Design pipe_writeback_elastic_vp, sky130hd; sources not shown.
### Routing congestion

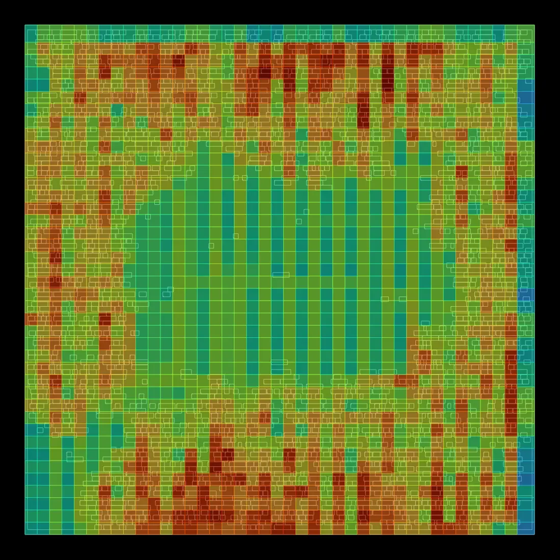
final core area utilization: 47.7%
GR Util All Layers: 19.3%
wire per inst: 21.7 um
M3 GR Usage: 5.32%
met1 demand-to-capacity share in global routing: 22.7%

### Cell density map

The die is cut into 29 by 29 equal tiles; black is low, pale yellow is high, 0 to 100% covered.
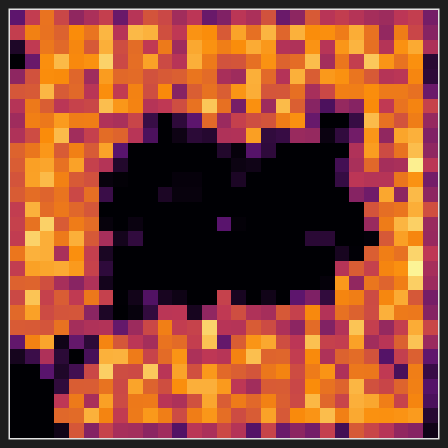
mean over tiles: 45%
emptiest ninth of the die: center
tiles over 75% full: 16%
FP Util: 33.5%
area of the core: 79,300 um2

### Sizing map

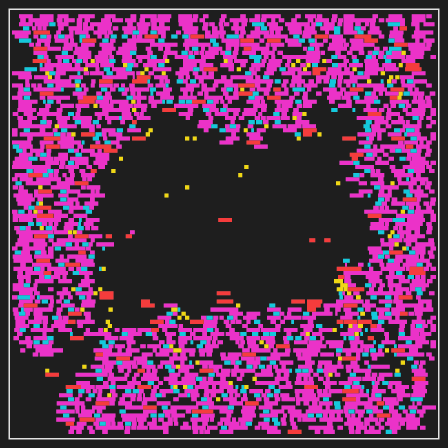
[drive 6 and up] red | cells: 127
[drive 3 to 4] yellow | cells: 109
[drive 2] cyan | cells: 387
[drive 1 or less] magenta | cells: 2,013
Worst Slack Setup Final: 0.0459 ns
Layout area overhead: 42.4%
final instance area: 37,800 um2
count of buffers not belonging to the clock network in the layout: 820

==> impl_metrics.ini <==
; generated from flow reports
[route]
postRouteAntennaNets = 0
routed-via-count = 18800
top_layer = met5
detail_route.drc_violations = 0
wirelength_mm = 80.2
drt-vias-per-instance = 5.09

[setup_path]
critPathKind = flop to output pin
critical_path.startpoint_type = flop
worstSetupEndpointType = output pin
rr_worst_depth = 7

[outcome]
failed_checks = hold timing
outcome = finished, violations left

[flow_run]
cap_viol_max_count = 0
tool_warnings = 45

[synth]
synth_nets = 2162
library_cell_occupying_the_most_area_in_the_post_synthesis_netlist = sky130_fd_sc_hd__dfrtp_1
netlist_instances = 1826
edf_count = 0
yosys-stat-cells = 1826
flop_cell = sky130_fd_sc_hd__dfrtp_1
asyncSetResetFlopFracSynth_pct = 100
netlist-cell-type-count = 29

[timing]
timing.final.setup_violations = 0
relSlewSlack_pct = 53.6
hold_violation_count_in_the_final_report = 75
fin_setup_tns_ns = 0
finalHoldWorstSlack_ns = -0.248

[power_and_ir_drop]
cellInternalPower_mw = 29.4
power_density_nw_per_um2 = 1020
power_frac_clock_pct = 38.6
post-layout-total-power_mw = 38.7
p_seq_share_pct = 44.1

[clock_network]
numCtsBuffers = 76
total_clock_sinks = 662
clock_path_buffers = 3
insertion_delay_ns = 0.60

[floorplan]
die_w_um = 286
dieHeight_um = 286
io_pins = 668
std_cell_rows = 103

[grt]
gr-max-usage-layer = met2
largest_net_degree_at_the_start_of_global_routing = 123
grt_antenna_before_repair = 16

[placed_design]
pre_cts_setup_slack_ns = -1.24
gpl_congestion = 0.836

[cells_and_area]
multi_input_comb_area_um2 = 9290
drive_gt1_share_pct = 23.6
-- kinds of logic (layout without fill, tap and decap cells) --
| logic type | count (synthesis) | after routing | synth area share, % |
|---|---|---|---|
| buf+inv | 147 | 957 | 2.78 |
| simple gates | 20 | 20 | 0.457 |
| flops | 662 | 662 | 62.4 |
| compound gates | 666 | 666 | 20.3 |
| other cells | 0 | 13 | 0 |
| mux | 331 | 331 | 14.0 |
-- repair_timing --
| item | in CTS | in global routing |
|---|---|---|
| endpoints found under the setup margin | 669 | 626 |
| setup buffers | 4 | 0 |
| gates resized | 62 | 109 |
| hold endpoints to repair | 75 | 75 |
| pin swaps | 2 | 1 |
-- power by group through the flow --
stage	logic, mW	registers (mW)	clock network (mW)
after CTS	6.81	17.1	15.3
final	6.71	17.1	14.9
after detailed placement	6.78	17.3	0
after global placement	6.52	17.2	0
after floorplan	2.28	17.1	0
after global routing	7.20	17.3	15.8
-- critical path, cell delays in order (launching register included) --
cell and delay [ns]:
sky130_fd_sc_hd__dfrtp_1 0.43, sky130_fd_sc_hd__or2_4 0.26, sky130_fd_sc_hd__and2_4 0.16, sky130_fd_sc_hd__buf_6 0.11
-- stage by stage --
step	utilization (%)	hold WS, ns
CTS	47.3	-0.248
detailed placement	43.7	0.415
floorplan	-	0.104
finish	47.7	-0.248
global placement	43.6	0.457
global route	47.7	-0.236
-- layout make-up --
class | instances | area share, %
flip-flops and latches | 662 | 43.8
plain buffers | 145 | 2.68
clock buffers | 104 | 5.85
multi-input cells | 1017 | 24.6
well taps | 1050 | 3.48
clock inverters | 32 | 1.34
repair buffers | 675 | 18.2
diodes | 13 | 0.0861
inverters | 1 | 0.00993
Power figures rest on the tool's default switching activity, not on a simulated workload.
